==> config.mk <==
export PLATFORM = sky130hd
export DESIGN_NAME = wb_regfile
export DESIGN_NICKNAME = d
export VERILOG_FILES = /design/src/rtl/pipe_pkg.sv /design/src/rtl/wb_select.sv /design/src/rtl/wb_regfile.sv
export SDC_FILE = /design/constraint.sdc
export NUM_CORES = 2
export LEC_CHECK = 0
export CORE_MARGIN = 1
export CORE_UTILIZATION = 40
export DETAILED_ROUTE_END_ITERATION = 16
export GPL_TIMING_DRIVEN = 1
export PLACE_DENSITY = 0.68
export SYNTH_ARGS = -nofsm -noshare
export SYNTH_HDL_FRONTEND = slang
export SYNTH_SLANG_ARGS = --single-unit
==> constraint.sdc <==
create_clock -name clk -period 2.09 [get_ports clk]
set_clock_uncertainty 0.05 [all_clocks]
set_input_delay 0.209 -clock clk [delete_from_list [all_inputs] [get_ports clk]]
set_output_delay 0.209 -clock clk [all_outputs]
set_load 0.01 [all_outputs]
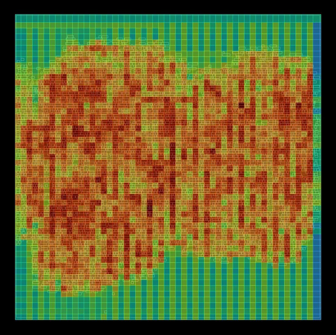
*Congestion heat map*
Final Util: 54.28%
GRT met1 Usage: 40.04%
global route hottest layer: met2
overall routing resource usage: 30.12%
WL/cell: 26.13 um

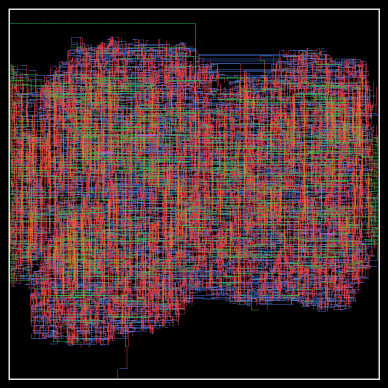
*Signal wires by layer*
Drawn at 1 px/um.
[met3] green | wire length: 24.2 mm
[met4] orange | wire length: 10200 um
[met1] blue | wire length: 84.6 mm
[met2] red | wire length: 93.1 mm
[met5] purple | wire length: 42.3 um
Routed Wire Length: 212.2 mm
via count: 51110

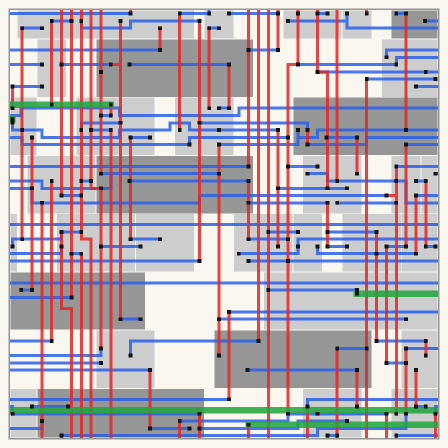
*A small window of the routed layout*
Region (266, 82) to (286, 102) um. Cells in gray, sequential cells in the stronger gray; small squares are vias.
[met3] green
[met2] red
[met1] blue
most frequent: a211oi_1 (5), dfxtp_1 (5), buf_4 (4)
cells with their middle in the window: 24
sequential cells in the window: 6

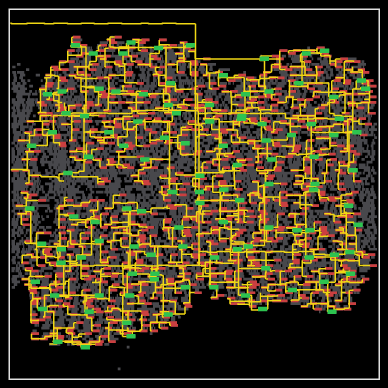
*Clock wires, drivers and flops*
Drawn at 1 px/um.
[cells driving clock nets] green | count: 110
[clock wires] yellow | length: 13800 um
[flip-flops] red | count: 1056
routed clock nets: 111
Clock power frac: 43.4%
worst skew pair latency: 740 ps
clk pwr: 21.4 mW

==> results_dict.tcl <==
# flow metrics
set metrics [dict create \
    status "finished with violations" \
    violations "setup timing" \
    synthCells 5522 \
    swShare_pct 26.85 \
    p_leak_nw 25.61 \
    crit_slowest_cell "mux4_2" \
    xor_area_share_pct 0.4892 \
    wl_met1_mm 84.62 \
    finalMaxSlewViolations 0 \
    synth_top_flop_cell "dfxtp_1" \
    cts_tree "done" \
    setup_viol_count_final 65 \
    post_cts_buffers 41 \
    grt_pass1_vias 49392 \
    pg_seq_mw 20.6 \
    final_cell_mix "1032 x nor2_1, 1020 x a211oi_1, 897 x dfxtp_1" \
    place_ws_ps -1460 \
    synth_seq_share_pct 39.36 \
    fa_ha_area_share_pct 0.02330 \
    fin_area_um2 72350 \
    cts_buffers 110 \
    largest_reg_flops 1024 \
    min_period_ps 2891 \
    synth.most_common_cell "a211oi_1" \
    hp-class "input pin to flip-flop" \
    grt_pass1_wl_mm 313.6 \
    die_area_um2 135700 \
    final-nonclk-buf-share_pct 17.36 \
    cts_hold_buf 18 \
    synth.area.top_cells "dfxtp_1 39%, a211oi_1 15%, mux4_2 11%" \
    drt_pre_antenna_iters 6 \
    arrival_ps 2630 \
    ys_warn_count 0 \
    drv_cap 0 \
    vdd_drop_max_v 0.0007891 \
    warnings 37 \
    multi_input_comb_cells 3772 \
    cp.required_ps 1830 \
    setup_ws_ps -800.6 \
    n_tap_cell 1768 \
    clock_buffers 150 \
    hold_depth 3 \
    synth_flop_count 1056 \
    final-clk-cell-share_pct 5.390 \
    finalNonFillerCells 8122 \
    netlist_area_um2 53710 \
    ys_area_um2 53710 \
    worstPathMaxFanout 2 \
    edf_count 0 \
    r2r_slack_ps 70 \
    combinationalPower_mw 7.26 \
    die_x_um 368.4 \
    drive_gt1_share_pct 33.81 \
    fillers 11285 \
    seqCellArea_um2 21340 \
    inverters 44 \
    drt-initial-drc-count 6551 \
    fmax_ghz 0.3459 \
    cp_common_cell "mux4_2" \
    crit_type "flip-flop to primary output" \
    synthToLayoutAreaGrowth_pct 34.71 \
    path_clk_slew_ps 60 \
    cp.depth 6 \
    rsz0062_at_grt "true" \
    routed_via_density 6.293 \
    total_power_mw 49.32 \
    mux_area_share_pct 20.97 \
    end_kind "primary output" \
    crit_chain "mux4_2 -> mux4_2 -> mux2_4 -> nor2_4 -> a221oi_2 -> buf_2" \
    comb_power_share_pct 14.7 \
    avgSynthCellArea_um2 9.727 \
    dpl.hpwl_mm 141.5 \
    switchingPower_mw 13.24 \
    p_int_mw 36.08 \
    fin_nets 6375 \
    worst_path_largest_cell_delay_ps 520 \
    die_h_um 368.4 \
    critPathTopFamily "multiplexers" \
]
Power and IR drop assume default switching activity.
